[config.mk]
export PLATFORM = sky130hd
export DESIGN_NAME = arm_multicycle_ctrl
export DESIGN_NICKNAME = d
export VERILOG_FILES = /design/src/rtl/arm_ctrl_pkg.sv /design/src/rtl/arm_cond_unit.sv /design/src/rtl/arm_multicycle_ctrl.sv
export SDC_FILE = /design/constraint.sdc
export NUM_CORES = 1
export LEC_CHECK = 0
export CAP_MARGIN = 20
export CORE_MARGIN = 4
export CORE_UTILIZATION = 44
export DETAILED_ROUTE_END_ITERATION = 16
export PLACE_DENSITY = 0.86
export SETUP_SLACK_MARGIN = 0.02
export SYNTH_ARGS = -nofsm -noshare
export SYNTH_HDL_FRONTEND = slang
export SYNTH_SLANG_ARGS = --single-unit
[constraint.sdc]
create_clock -name clk -period 2.3 [get_ports clk]
set_clock_uncertainty 0.1 [all_clocks]
set_input_delay 0.46 -clock clk [delete_from_list [all_inputs] [get_ports clk]]
set_output_delay 0.46 -clock clk [all_outputs]
set_load 0.005 [all_outputs]
[src/rtl/arm_ctrl_pkg.sv]
// Shared types and encodings for the multicycle ARM controller.
package arm_ctrl_pkg;

    localparam int unsigned WAIT_W = 4;

    typedef enum logic [3:0] {
        S_FETCH,
        S_DECODE,
        S_MEMADR,
        S_MEMREAD,
        S_MEMWB,
        S_MEMWRITE,
        S_EXECR,
        S_EXECI,
        S_ALUWB,
        S_BRANCH
    } state_t;

    typedef enum logic [1:0] {
        ALU_ADD = 2'b00,
        ALU_SUB = 2'b01,
        ALU_AND = 2'b10,
        ALU_ORR = 2'b11
    } alu_ctl_t;

    // Instruction classes (instr[27:26])
    localparam logic [1:0] OP_DP  = 2'b00;
    localparam logic [1:0] OP_MEM = 2'b01;
    localparam logic [1:0] OP_BR  = 2'b10;

    // Data-processing commands (funct[4:1])
    localparam logic [3:0] DP_AND = 4'b0000;
    localparam logic [3:0] DP_SUB = 4'b0010;
    localparam logic [3:0] DP_ADD = 4'b0100;
    localparam logic [3:0] DP_CMP = 4'b1010;
    localparam logic [3:0] DP_ORR = 4'b1100;

    // Datapath mux selects
    localparam logic       ADR_PC      = 1'b0;
    localparam logic       ADR_ALUOUT  = 1'b1;
    localparam logic [1:0] REGSRC_R15  = 2'b01;
    localparam logic [1:0] REGSRC_RD   = 2'b10;
    localparam logic [1:0] IMM_DP      = 2'b00;
    localparam logic [1:0] IMM_MEM     = 2'b01;
    localparam logic [1:0] IMM_BR      = 2'b10;
    localparam logic [1:0] SRCA_RN     = 2'b00;
    localparam logic [1:0] SRCA_PC     = 2'b01;
    localparam logic [1:0] SRCB_RM     = 2'b00;
    localparam logic [1:0] SRCB_IMM    = 2'b01;
    localparam logic [1:0] SRCB_FOUR   = 2'b10;
    localparam logic [1:0] RES_ALUOUT  = 2'b00;
    localparam logic [1:0] RES_RDATA   = 2'b01;
    localparam logic [1:0] RES_ALU     = 2'b10;
    localparam logic [1:0] RES_PC      = 2'b11;

    // Condition field encodings (instr[31:28])
    localparam logic [3:0] COND_EQ = 4'b0000;
    localparam logic [3:0] COND_NE = 4'b0001;
    localparam logic [3:0] COND_CS = 4'b0010;
    localparam logic [3:0] COND_CC = 4'b0011;
    localparam logic [3:0] COND_MI = 4'b0100;
    localparam logic [3:0] COND_PL = 4'b0101;
    localparam logic [3:0] COND_VS = 4'b0110;
    localparam logic [3:0] COND_VC = 4'b0111;
    localparam logic [3:0] COND_HI = 4'b1000;
    localparam logic [3:0] COND_LS = 4'b1001;
    localparam logic [3:0] COND_GE = 4'b1010;
    localparam logic [3:0] COND_LT = 4'b1011;
    localparam logic [3:0] COND_GT = 4'b1100;
    localparam logic [3:0] COND_LE = 4'b1101;
    localparam logic [3:0] COND_AL = 4'b1110;

    // Control word presented to the datapath
    typedef struct packed {
        logic       pc_write;
        logic       ir_write;
        logic       adr_src;
        logic       mem_write;
        logic       reg_write;
        logic [1:0] reg_src;
        logic [1:0] imm_src;
        logic [1:0] alu_src_a;
        logic [1:0] alu_src_b;
        alu_ctl_t   alu_ctl;
        logic [1:0] result_src;
        logic       wa_link;
    } ctrl_t;

    // Map a data-processing command onto the four ALU operations; unknown codes add
    function automatic alu_ctl_t dp_alu_ctl(input logic [3:0] cmd);
        case (cmd)
            DP_ADD:         return ALU_ADD;
            DP_SUB, DP_CMP: return ALU_SUB;
            DP_AND:         return ALU_AND;
            DP_ORR:         return ALU_ORR;
            default:        return ALU_ADD;
        endcase
    endfunction

endpackage

[src/rtl/arm_cond_unit.sv]
// NZCV flag register plus evaluation of the instruction condition field.
module arm_cond_unit
    import arm_ctrl_pkg::*;
(
    input  logic       clk,
    input  logic       reset_n,
    input  logic       i_flag_we,
    input  logic [3:0] i_alu_flags,
    input  logic [3:0] i_cond,
    output logic       o_cond_ex
);

    logic [3:0] r_flags;
    logic       w_n;
    logic       w_z;
    logic       w_c;
    logic       w_v;

    assign {w_n, w_z, w_c, w_v} = r_flags;

    // Flags capture the ALU result at the end of a flag-setting execute cycle
    always_ff @(posedge clk or negedge reset_n) begin
        if (!reset_n) begin
            r_flags <= '0;
        end else if (i_flag_we) begin
            r_flags <= i_alu_flags;
        end
    end

    // Condition check against the latched flags; 1111 never executes
    always_comb begin
        o_cond_ex = 1'b0;
        case (i_cond)
            COND_EQ: o_cond_ex = w_z;
            COND_NE: o_cond_ex = !w_z;
            COND_CS: o_cond_ex = w_c;
            COND_CC: o_cond_ex = !w_c;
            COND_MI: o_cond_ex = w_n;
            COND_PL: o_cond_ex = !w_n;
            COND_VS: o_cond_ex = w_v;
            COND_VC: o_cond_ex = !w_v;
            COND_HI: o_cond_ex = w_c && !w_z;
            COND_LS: o_cond_ex = !w_c || w_z;
            COND_GE: o_cond_ex = (w_n == w_v);
            COND_LT: o_cond_ex = (w_n != w_v);
            COND_GT: o_cond_ex = !w_z && (w_n == w_v);
            COND_LE: o_cond_ex = w_z || (w_n != w_v);
            COND_AL: o_cond_ex = 1'b1;
            default: o_cond_ex = 1'b0;
        endcase
    end

endmodule

[src/rtl/arm_multicycle_ctrl.sv]
// Moore controller for a multicycle ARM datapath with one shared memory port and ALU.
// Outputs decode the state register and are forced low while reset_n is low.
// Optional feature: define ARM_CTRL_BL_EN to make BL write the link register.
module arm_multicycle_ctrl
    import arm_ctrl_pkg::*;
#(
    parameter int unsigned MEM_LATENCY = 0
) (
    input  logic       clk,
    input  logic       reset_n,
    input  logic [1:0] op,
    input  logic [5:0] funct,
    input  logic [3:0] cond,
    input  logic [3:0] alu_flags,
    output logic       pc_write,
    output logic       ir_write,
    output logic       adr_src,
    output logic       mem_write,
    output logic       reg_write,
    output logic [1:0] reg_src,
    output logic [1:0] imm_src,
    output logic [1:0] alu_src_a,
    output logic [1:0] alu_src_b,
    output logic [1:0] alu_ctl,
    output logic [1:0] result_src,
    output logic       wa_link
);

    localparam logic [WAIT_W-1:0] WAIT_LAST = WAIT_W'(MEM_LATENCY);

    state_t            r_state;
    logic [WAIT_W-1:0] r_wait_cnt;
    logic              w_wait_done;
    logic              w_cond_ex;
    logic              w_flag_we;
    logic              w_is_cmp;
    logic              w_is_bl;
    ctrl_t             w_ctrl;

    assign w_wait_done = (r_wait_cnt == WAIT_LAST);
    assign w_is_cmp    = (funct[4:1] == DP_CMP);
    assign w_flag_we   = ((r_state == S_EXECR) || (r_state == S_EXECI)) && funct[0];

`ifdef ARM_CTRL_BL_EN
    assign w_is_bl = funct[4];
`else
    assign w_is_bl = 1'b0;
`endif

    arm_cond_unit u_cond (
        .clk         (clk),
        .reset_n     (reset_n),
        .i_flag_we   (w_flag_we),
        .i_alu_flags (alu_flags),
        .i_cond      (cond),
        .o_cond_ex   (w_cond_ex)
    );

    // State sequencing; the wait counter only runs inside memory-access states
    always_ff @(posedge clk or negedge reset_n) begin
        if (!reset_n) begin
            r_state    <= S_FETCH;
            r_wait_cnt <= '0;
        end else begin
            r_wait_cnt <= '0;
            case (r_state)
                S_FETCH: begin
                    if (w_wait_done) r_state <= S_DECODE;
                    else             r_wait_cnt <= r_wait_cnt + WAIT_W'(1);
                end
                S_DECODE: begin
                    if (!w_cond_ex) begin
                        r_state <= S_FETCH;
                    end else begin
                        case (op)
                            OP_MEM:  r_state <= S_MEMADR;
                            OP_BR:   r_state <= S_BRANCH;
                            OP_DP:   r_state <= funct[5] ? S_EXECI : S_EXECR;
                            default: r_state <= S_FETCH;
                        endcase
                    end
                end
                S_MEMADR:  r_state <= funct[0] ? S_MEMREAD : S_MEMWRITE;
                S_MEMREAD: begin
                    if (w_wait_done) r_state <= S_MEMWB;
                    else             r_wait_cnt <= r_wait_cnt + WAIT_W'(1);
                end
                S_MEMWB:   r_state <= S_FETCH;
                S_MEMWRITE: begin
                    if (w_wait_done) r_state <= S_FETCH;
                    else             r_wait_cnt <= r_wait_cnt + WAIT_W'(1);
                end
                S_EXECR:   r_state <= S_ALUWB;
                S_EXECI:   r_state <= S_ALUWB;
                S_ALUWB:   r_state <= S_FETCH;
                S_BRANCH:  r_state <= S_FETCH;
                default:   r_state <= S_FETCH;
            endcase
        end
    end

    // Control word per state; reset_n gating kills every strobe the instant reset asserts
    always_comb begin
        w_ctrl = '0;
        if (reset_n) begin
            case (r_state)
                S_FETCH: begin
                    w_ctrl.adr_src    = ADR_PC;
                    w_ctrl.alu_src_a  = SRCA_PC;
                    w_ctrl.alu_src_b  = SRCB_FOUR;
                    w_ctrl.alu_ctl    = ALU_ADD;
                    w_ctrl.result_src = RES_ALU;
                    w_ctrl.ir_write   = w_wait_done;
                    w_ctrl.pc_write   = w_wait_done;
                end
                S_DECODE: begin
                    w_ctrl.alu_src_a  = SRCA_PC;
                    w_ctrl.alu_src_b  = SRCB_FOUR;
                    w_ctrl.alu_ctl    = ALU_ADD;
                end
                S_MEMADR: begin
                    w_ctrl.imm_src    = IMM_MEM;
                    w_ctrl.alu_src_a  = SRCA_RN;
                    w_ctrl.alu_src_b  = SRCB_IMM;
                    w_ctrl.alu_ctl    = ALU_ADD;
                end
                S_MEMREAD: begin
                    w_ctrl.adr_src    = ADR_ALUOUT;
                end
                S_MEMWB: begin
                    w_ctrl.result_src = RES_RDATA;
                    w_ctrl.reg_write  = 1'b1;
                end
                S_MEMWRITE: begin
                    w_ctrl.adr_src    = ADR_ALUOUT;
                    w_ctrl.reg_src    = REGSRC_RD;
                    w_ctrl.mem_write  = w_wait_done;
                end
                S_EXECR: begin
                    w_ctrl.alu_src_a  = SRCA_RN;
                    w_ctrl.alu_src_b  = SRCB_RM;
                    w_ctrl.alu_ctl    = dp_alu_ctl(funct[4:1]);
                end
                S_EXECI: begin
                    w_ctrl.imm_src    = IMM_DP;
                    w_ctrl.alu_src_a  = SRCA_RN;
                    w_ctrl.alu_src_b  = SRCB_IMM;
                    w_ctrl.alu_ctl    = dp_alu_ctl(funct[4:1]);
                end
                S_ALUWB: begin
                    w_ctrl.result_src = RES_ALUOUT;
                    w_ctrl.reg_write  = !w_is_cmp;
                end
                S_BRANCH: begin
                    w_ctrl.reg_src    = REGSRC_R15;
                    w_ctrl.imm_src    = IMM_BR;
                    w_ctrl.alu_src_a  = SRCA_RN;
                    w_ctrl.alu_src_b  = SRCB_IMM;
                    w_ctrl.alu_ctl    = ALU_ADD;
                    w_ctrl.result_src = w_is_bl ? RES_PC : RES_ALU;
                    w_ctrl.pc_write   = 1'b1;
                    w_ctrl.reg_write  = w_is_bl;
                    w_ctrl.wa_link    = w_is_bl;
                end
                default: w_ctrl = '0;
            endcase
        end
    end

    assign pc_write   = w_ctrl.pc_write;
    assign ir_write   = w_ctrl.ir_write;
    assign adr_src    = w_ctrl.adr_src;
    assign mem_write  = w_ctrl.mem_write;
    assign reg_write  = w_ctrl.reg_write;
    assign reg_src    = w_ctrl.reg_src;
    assign imm_src    = w_ctrl.imm_src;
    assign alu_src_a  = w_ctrl.alu_src_a;
    assign alu_src_b  = w_ctrl.alu_src_b;
    assign alu_ctl    = w_ctrl.alu_ctl;
    assign result_src = w_ctrl.result_src;
    assign wa_link    = w_ctrl.wa_link;

endmodule
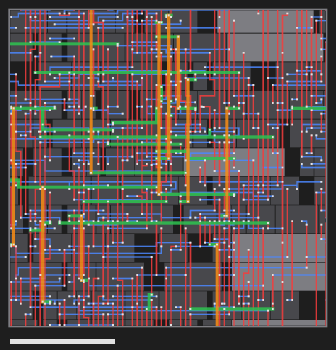
Fig. 1. Close-up of the layout (run 1).
Scale bar: 10 um. Window x 13 to 43, y 13 to 43 um. Cells in grey, sequential cells in the stronger grey; small squares are vias.
legend:
  metal 3:
    colour: green
  metal 1:
    colour: blue
  metal 4:
    colour: orange
  metal 2:
    colour: red
most frequent: buf_4 (15), nand2_1 (12), nor2_1 (4)
sequential cells in the window: 5
netlist names of flops here include: r_state (3), u_cond.r_flags (2)
cells with their middle in the window: 93

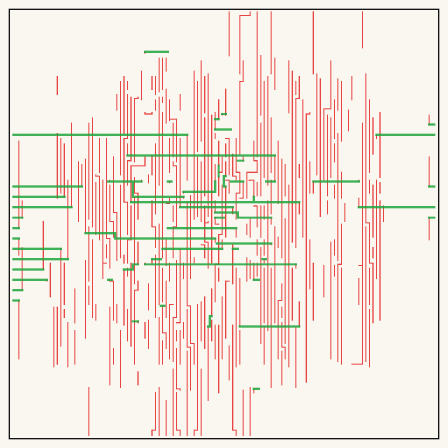
Fig. 2. Routed metal, one colour a layer (run 1).
Two of the layers only.
legend:
  metal 3:
    colour: green
    wire_length: 265 um
  metal 2:
    colour: red
    wire_length: 1960 um

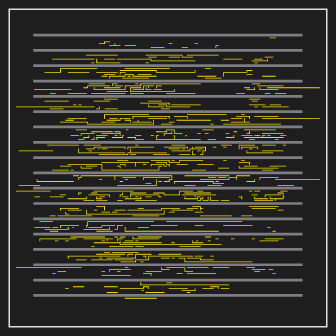
Fig. 3. Met1 routing (run 1).
Supply wires on this layer in grey.
wire length on this layer: 1320 um
nets with wire on the layer: 187

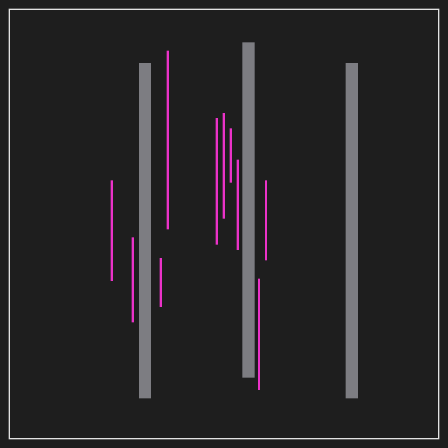
Fig. 4. Metal 4 (run 1).
Supply wires on this layer in grey.
wire length on this layer: 126 um
share of all routed wire: 3.4%
longest straight run: 23.1 um
nets with wire on the layer: 10
main direction: vertical

==> run notes, run 1 <==
Synthesis and PnR results.

- The run finished with clean final reports.
- The area share of xor/xnor cells in the synthesized design reads approximately 6.0%.
- The tap cell count reads 28.
- Setup repair after global routing left no endpoint under its margin.
- The largest non-sequential cell family by area reads simple AND/OR/NAND/NOR gates.
- Per the final layout report, the fraction of cells sized above drive strength 1 comes to 32.80%.
- The pre-CTS setup slack reads -0.3197 ns.
- The total internal power is 0.0008533 W.
- The count of nets left with antenna violations after detail routing reads 0.
- The die span in y is 56.14 um.
- Overall power consumption after layout is estimated at 0.001474 W.
- Per the STA report, the cell with the highest stage delay on the worst path is sky130_fd_sc_hd__dfrtp_2.
- After filler insertion, the fill cell instance count of the layout stands at around 150.
- sky130_fd_sc_hd__dfrtp_1 takes more of the synthesized area than any other cell.
- For this run, design rule violations remaining after detail routing come to 0.
- The count of cells resized by post-cts repair is 22.
- The reported leakage power reads 0.8512 nW.
- The post-synth tally of flip-flops with integrated enable is 0.
- The x dimension of the die reads 56.14 um.
- The register cell area after layout is 304.0 um^2.
- Per the area breakdown, the dominant cell category is multi-input combinational cells.
- The share of the Yosys chip area taken by registers is 29.45%.
- Per the cell usage report, the commonest logic cells after layout are sky130_fd_sc_hd__buf_4 (26), sky130_fd_sc_hd__clkdlybuf4s50_1 (16), sky130_fd_sc_hd__nand2_1 (15), sky130_fd_sc_hd__nor2_1 (11), sky130_fd_sc_hd__dlygate4sd2_1 (11).
- The number of buffers created by CTS is 3.
- Max-cap violations in this run came to 0.
- The final instance area reads 1683 um^2.
- The total number of multi-input combinational cells is 102.
- Port buffering added 33 buffers.
- The share of the core filled with cells reads approximately three quarters.
- The net switching power reads 0.0006208 W.
- The tree is rooted in a sky130_fd_sc_hd__clkbuf_4.
- The placement row count is 17.
- The fraction of area in non-clock buffers is 33.31%.
- For the final routed database, the setup TNS stands at 0 ns.
- The highest clock rate this design can be run at is 444.3 MHz.
- The clock power share reads 11.5%.
- After layout, the minimum clock period comes to 2.251 ns.
- The cell count after synthesis came out at between 100 and 150.
- The last timing report of the flow puts the setup violation total at 0.
- CTS saw 12 sinks.
- The core box area is 2212 um^2.
- The combinational fraction of the cell area reads 43.05%.
- The sequential portion of the cell area reads about 18%.
- Routing resource usage on met2 recorded by global route was 40.40%.
- Leaving out the clock tree, the finished layout contains a buffer count of 62.
- The data arrival time at the worst-slack endpoint reads 1.69 ns.
- The placed instances occupy a cell area of between 1000 and 1500 um^2.
- Looking at the worst setup and hold paths, the clock pins of their registers show a slew of 0.07 ns.
- The adder and majority cell fraction of the synthesized area reads 2.454%.
- The total standard cell area after synthesis is 1020 um^2.
- The clock passes through at most 2 buffers.
- The sequential power reported by the tool is 0.000346 W.
- The average cell area after synthesis reads 8.029 um^2.
- The endpoint required time on the critical path is 1.74 ns.
- The flow measured a signed area growth from synthesis to layout of 65.03%.
- The total grt overflow reads 0.
- The number of antenna violations at the first check in global routing was 0.
- The total iterations of the first detailed-routing run is 5.
- The post-synthesis register bit count is 12.
- The global-route wire length before repair reads 5533 um.
- The timing report attributes the biggest portion of critical-path delay to buffers and inverters.
- The maximum number of pins on one net before global-route repair is 11.
- The global placement routability congestion is 0.8892.
- Per STA, the endpoint of the critical path is ir_write.
- The combined global-route utilization of all metal layers reads between 20% and 30%.
- The setup slack after layout is 0.04942 ns.
- Per STA, the worst path is made up of buf_4, nor2_4, nand2_1, nor3_2, buf_4, dlygate4sd2_1.
- The worst hold margin is between 0.15 and 0.2 ns.
Fig. 5: run 1, clock nets
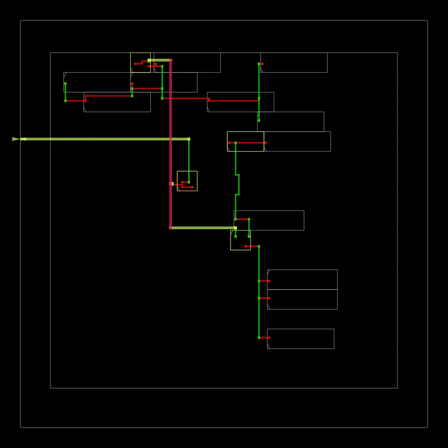

==> inputs of run 2 (changes only) <==
--- a/config.mk
+++ b/config.mk
@@ -5,12 +5,13 @@
 export SDC_FILE = /design/constraint.sdc
 export NUM_CORES = 1
 export LEC_CHECK = 0
-export CAP_MARGIN = 20
+export CAP_MARGIN = 40
 export CORE_MARGIN = 4
-export CORE_UTILIZATION = 44
+export CORE_UTILIZATION = 45
 export DETAILED_ROUTE_END_ITERATION = 16
-export PLACE_DENSITY = 0.86
+export PLACE_DENSITY = 0.87
 export SETUP_SLACK_MARGIN = 0.02
 export SYNTH_ARGS = -nofsm -noshare
 export SYNTH_HDL_FRONTEND = slang
+export SYNTH_HIERARCHICAL = 1
 export SYNTH_SLANG_ARGS = --single-unit
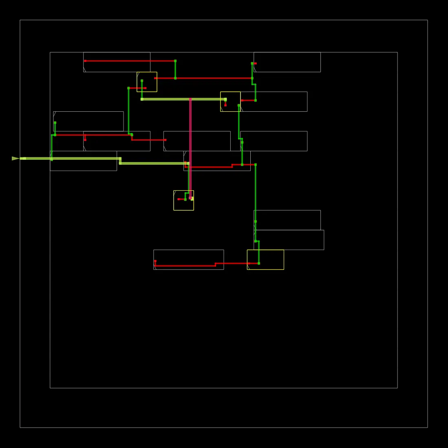
Fig. 6. Clock nets (run 2).
clock buffers: 4
count of flip-flops and latches: 12
source-to-sink clock delay at the later pin of the worst-skew pair: 0.28 ns
Clock group: 0.000173 W

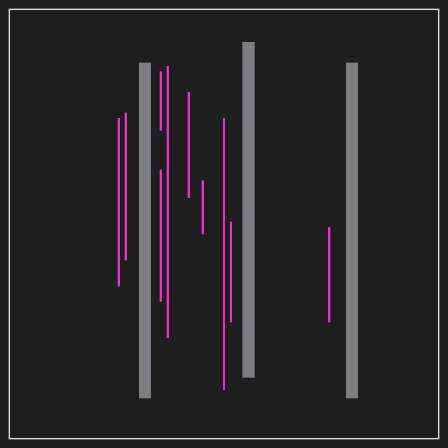
Fig. 7. Metal 4 (run 2).
Supply wires on this layer in grey.
wire length on this layer: 182 um
longest straight run: 35.4 um

==> run 2 against run 1 <==
The flow now finishes with violations (negative setup slack). Register-to-register slack got worse by 0.39 ns. Largest cell class unchanged. Highest routed layer unchanged. Combinational power up about 10%. Critical endpoint unchanged. Non-clock buffer count is 7 higher.
==> run notes, run 2 <==
Synthesis and PnR results.

- The final instance area is 1782 um^2 (was 1683 um^2).
- The core box area is 2212 um^2 (unchanged).
- The global-route wire length before repair reads 5340 um (was 5533 um).
- The number of buffers created by CTS is 3 (unchanged).
- The total iterations of the first detailed-routing run came to 5 (unchanged).
- The capture point of the critical path is ir_write (unchanged).
- The count of nets left with antenna violations after detail routing was 0 (unchanged).
- The root buffer cell is sky130_fd_sc_hd__clkbuf_4 (unchanged).
- The pre-CTS setup slack reads -0.4088 ns (was -0.3197 ns).
- The reported leakage power is 0.8943 nW (was 0.8512 nW).
- The setup slack after layout is -0.06828 ns (was 0.04942 ns).
- Cell Chain, Critical Path: inv_1, ha_2, or3b_4, buf_6, nor4_4, buf_2 (was buf_4, nor2_4, nand2_1, nor3_2, buf_4, dlygate4sd2_1).
- Commonest cells after routing, fill and taps aside: sky130_fd_sc_hd__buf_4 (33), sky130_fd_sc_hd__clkdlybuf4s50_1 (11), sky130_fd_sc_hd__dlygate4sd2_1 (11), sky130_fd_sc_hd__nor2_1 (10) (was sky130_fd_sc_hd__buf_4 (26), sky130_fd_sc_hd__clkdlybuf4s50_1 (16), sky130_fd_sc_hd__nand2_1 (15), sky130_fd_sc_hd__nor2_1 (11), sky130_fd_sc_hd__dlygate4sd2_1 (11)).
- The max-capacitance violation count reads 0 (unchanged).
- The number of global-route vias before repair is 1131 (was 1245).
- The combinational fraction of the cell area is 44.31% (was 43.05%).
- The maximum achievable frequency reads 422.2 MHz (was 444.3 MHz).
- Run status: finished, violations left (was complete, no violations).
- The share of the yosys chip area belonging to registers is 28.81% (was 29.45%).
- The number of input and output port buffers inserted came to 33 (unchanged).
- The aggregate negative setup slack is -0.1277 ns (was 0 ns).
- The checks that failed: negative setup slack.
- The tap cell count was 28 (unchanged).
- The largest non-sequential cell family by area is simple AND/OR/NAND/NOR gates (unchanged).
- The data arrival time at the worst-slack endpoint came to 1.81 ns (was 1.69 ns).
- The filler cell count in the final layout is 134 (was 153).
- The maximum number of pins on one net before global-route repair reads 20 (was 11).
- The die span in y is 56.13 um (was 56.14 um).
- The sequential-cell power consumption is 0.000347 W (was 0.000346 W).
- The total power consumption of the routed design reads 0.001616 W (was 0.001474 W).
- The average cell area after synthesis was 8.685 um^2 (was 8.029 um^2).
- The leading cell category by total area is multi-input combinational cells (unchanged).
- The combined global-route utilization of all metal layers was 21.31% (was 21.78%).
- The fraction of layout cells with a size suffix above 1 came to 37.84% (was 32.80%).
- The setup slack of the worst register-to-register path is 0.13 ns (was 0.52 ns).
- The sequential portion of the cell area came to 17.06% (was 18.07%).
- The global placement routability congestion reads 0.8828 (was 0.8892).
- The total grt overflow reads 0 (unchanged).
- The family with the most delay on the worst path was simple AND/OR/NAND/NOR gates (was buffers and inverters).
- The clock-pin slew on the worst setup and hold paths came to 0.08 ns (was 0.07 ns).
- The area growth from synthesis to final layout is 70.95% (was 65.03%).
- The net switching power came to 0.0006384 W (was 0.0006208 W).
- The number of failing setup endpoints in the final timing report is 2 (was 0).
- The total internal power is 0.0009775 W (was 0.0008533 W).
- The cell at the slowest stage of the critical path reads sky130_fd_sc_hd__or3b_4 (was sky130_fd_sc_hd__dfrtp_2).
- The number of antenna violations at the first check in global routing is 0 (unchanged).
- The area share of xor/xnor cells in the synthesized design is 9.244% (was 6.012%).
- The full die area reads 3150 um^2 (was 3152 um^2).
- The total number of multi-input combinational cells is 96 (was 102).
- The standard cell area after detailed placement came to 1531 um^2 (was 1469 um^2).
- The register cell area after layout is 304.0 um^2 (unchanged).
- The clock power share is 10.7% (was 11.5%).
- The non-clock buffer count in the final layout reads 69 (was 62).
- The adder and majority cell fraction of the synthesized area is 2.401% (was 2.454%).
- The met2 wirelength from detailed routing reads 1991 um (was 1960 um).
- The number of buffers on the longest clock path reads 2 (unchanged).
- The met2 usage is 41.40% (was 40.40%).
- The worst hold margin reads 0.2083 ns (was 0.1757 ns).
- The number of clock sinks reads 12 (unchanged).
- The total standard cell area after synthesis reads 1042 um^2 (was 1020 um^2).
- The fraction of area in non-clock buffers reads 33.78% (was 33.31%).
- The count of cells resized by post-cts repair was 37 (was 22).
==> inputs of run 3 (changes only) <==
--- a/config.mk
+++ b/config.mk
@@ -11,6 +11,7 @@
 export DETAILED_ROUTE_END_ITERATION = 16
 export PLACE_DENSITY = 0.87
 export SETUP_SLACK_MARGIN = 0.02
+export SLEW_MARGIN = 20
 export SYNTH_ARGS = -nofsm -noshare
 export SYNTH_HDL_FRONTEND = slang
 export SYNTH_HIERARCHICAL = 1
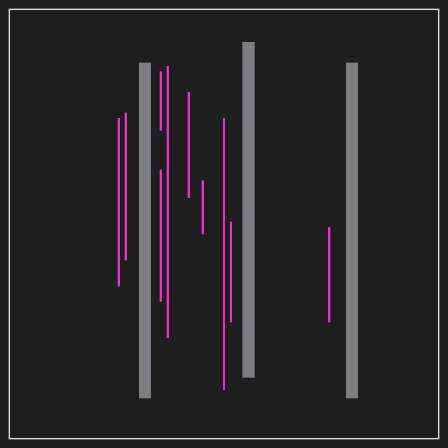
Fig. 8. Metal 4 (run 3).
Supply wires on this layer in grey.
main direction: vertical
nets with wire on the layer: 10

==> run 3 against run 2 <==
The flow still finishes with violations (negative setup slack). Global-route usage unchanged. Worst hold slack unchanged. Final cell count unchanged. Utilization unchanged. Synthesized cell count unchanged. Critical path type unchanged. Via count unchanged. Sequential power about the same. Die area unchanged. Cell area unchanged. Clock power about the same. Sequential share of layout area unchanged. Synthesized area unchanged.
==> run notes, run 3 <==
Synthesis and PnR results.

- The area growth from synthesis to final layout is 70.95% (unchanged).
- The aggregate negative setup slack reads -0.1277 ns (unchanged).
- The combined global-route utilization of all metal layers is 21.31% (unchanged).
- The tap cell count is 28 (unchanged).
- The cell at the slowest stage of the critical path reads sky130_fd_sc_hd__or3b_4 (unchanged).
- The max-capacitance violation count reads 0 (unchanged).
- Unrepaired setup endpoints after global routing: yes (unchanged).
- The global placement routability congestion is 0.8828 (unchanged).
- The setup slack of the worst register-to-register path is 0.13 ns (about the same).
- The endpoint required time on the critical path came to 1.74 ns (about the same).
- The later-pin clock latency in the skew report reads 0.28 ns (about the same).
- Run status: finished, violations left (unchanged).
- The adder and majority cell fraction of the synthesized area is 2.401% (unchanged).
- The x dimension of the die is 56.13 um (unchanged).
- The library cell with the largest summed area after synthesis reads sky130_fd_sc_hd__dfrtp_1 (unchanged).
- The standard cell area after detailed placement is 1531 um^2 (unchanged).
- Cell Chain, Critical Path: inv_1, ha_2, or3b_4, buf_6, nor4_4, buf_2 (unchanged).
- The fraction of area in non-clock buffers reads 33.78% (unchanged).
- The power group with the largest share is combinational cells (unchanged).
- The met2 usage came to 41.40% (unchanged).
- The largest non-sequential cell family by area reads simple AND/OR/NAND/NOR gates (unchanged).
- The number of global-route vias before repair is 1131 (unchanged).
- The total standard cell area after synthesis reads 1042 um^2 (unchanged).
- The area share of xor/xnor cells in the synthesized design is 9.244% (unchanged).
- The number of buffers on the longest clock path is 2 (unchanged).
- The final instance area reads 1782 um^2 (unchanged).
- The post-synthesis register bit count is 12 (unchanged).
- The pre-CTS setup slack is -0.4088 ns (unchanged).
- The core box area reads 2212 um^2 (unchanged).
- The data arrival time at the worst-slack endpoint is 1.81 ns (about the same).
- The capture point of the critical path reads ir_write (unchanged).
- The average cell area after synthesis is 8.685 um^2 (unchanged).
- The final routed DRC violation total is 0 (unchanged).
- The count of nets left with antenna violations after detail routing is 0 (unchanged).
- The maximum achievable frequency reads 422.2 MHz (unchanged).
- The footprint of the multi-input gates is 789.5 um^2 (unchanged).
- The total internal power reads 0.0009775 W (unchanged).
- Failing checks: negative setup slack (unchanged).
- The fraction of layout cells with a size suffix above 1 is 37.84% (unchanged).
- The clock power share was 10.7% (about the same).
- The worst hold margin reads 0.2083 ns (unchanged).
- The register cell area after layout is 304.0 um^2 (unchanged).
- The placement row count is 17 (unchanged).
- The sequential portion of the cell area is 17.06% (unchanged).
- The number of failing setup endpoints in the final timing report came to 2 (unchanged).
- The net switching power came to 0.0006384 W (unchanged).
- The number of buffers created by CTS is 3 (unchanged).
- The family with the most delay on the worst path is simple AND/OR/NAND/NOR gates (unchanged).
- The post-route met1 wirelength is 1321 um (unchanged).
- The commonest non-fill, non-tap cell in the layout is sky130_fd_sc_hd__buf_4 (unchanged).
- The total iterations of the first detailed-routing run reads 5 (unchanged).
- The total grt overflow is 0 (unchanged).
- The full die area reads 3150 um^2 (unchanged).
- The reported leakage power came to 0.8943 nW (unchanged).
- The share of the yosys chip area belonging to registers is 28.81% (unchanged).
- The total power consumption of the routed design was 0.001616 W (unchanged).
- The share of synthesized registers carrying an async set or reset is 100.0% (unchanged).
- The clock distribution power is 0.000173 W (about the same).
- The global-route wire length before repair is 5340 um (unchanged).
- The setup slack after layout is -0.06828 ns (unchanged).
- The number of input and output port buffers inserted is 33 (unchanged).
- The non-clock buffer count in the final layout reads 69 (unchanged).
- The root buffer cell reads sky130_fd_sc_hd__clkbuf_4 (unchanged).
- Commonest cells after routing, fill and taps aside: sky130_fd_sc_hd__buf_4 (33), sky130_fd_sc_hd__clkdlybuf4s50_1 (11), sky130_fd_sc_hd__dlygate4sd2_1 (11), sky130_fd_sc_hd__nor2_1 (10) (unchanged).
- The number of antenna violations at the first check in global routing is 0 (unchanged).
- The layout sequential cell count is 12 (unchanged).
- The met3 track utilization from global routing reads 5.104% (unchanged).
- The total number of multi-input combinational cells reads 96 (unchanged).
- The met2 wirelength from detailed routing is 1991 um (unchanged).
- The leading cell category by total area reads multi-input combinational cells (unchanged).
- The final-layout clock buffer total is 4 (unchanged).
- The number of clock sinks reads 12 (unchanged).
- The clock-pin slew on the worst setup and hold paths reads 0.08 ns (about the same).
- The sequential-cell power consumption is 0.000347 W (about the same).
- The final critical path time including I/O delays and setup was 2.368 ns (unchanged).
- The final-stage net count is 206 (unchanged).
- The cell count after synthesis reads 120 (unchanged).
- The filler cell count in the final layout is 134 (unchanged).
- Largest registers: r_state (4), r_wait_cnt (4), u_cond/r_flags (4) (unchanged).
- The share of the core filled with cells reads 80.54% (unchanged).
- The count of cells resized by post-cts repair is 37 (unchanged).
- The combinational gate power is 0.00110 W (about the same).
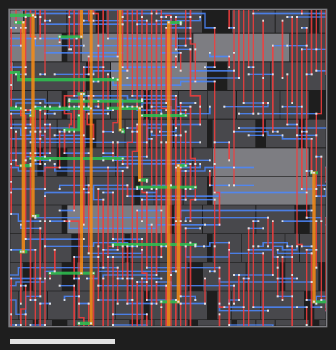
Fig. 9. Close-up of the layout (run 3).
Scale bar: 10 um. Window x 13 to 43, y 13 to 43 um. Cells in grey, sequential cells in the stronger grey; small squares are vias.

Power figures rest on the tool's default switching activity, not on a simulated workload.
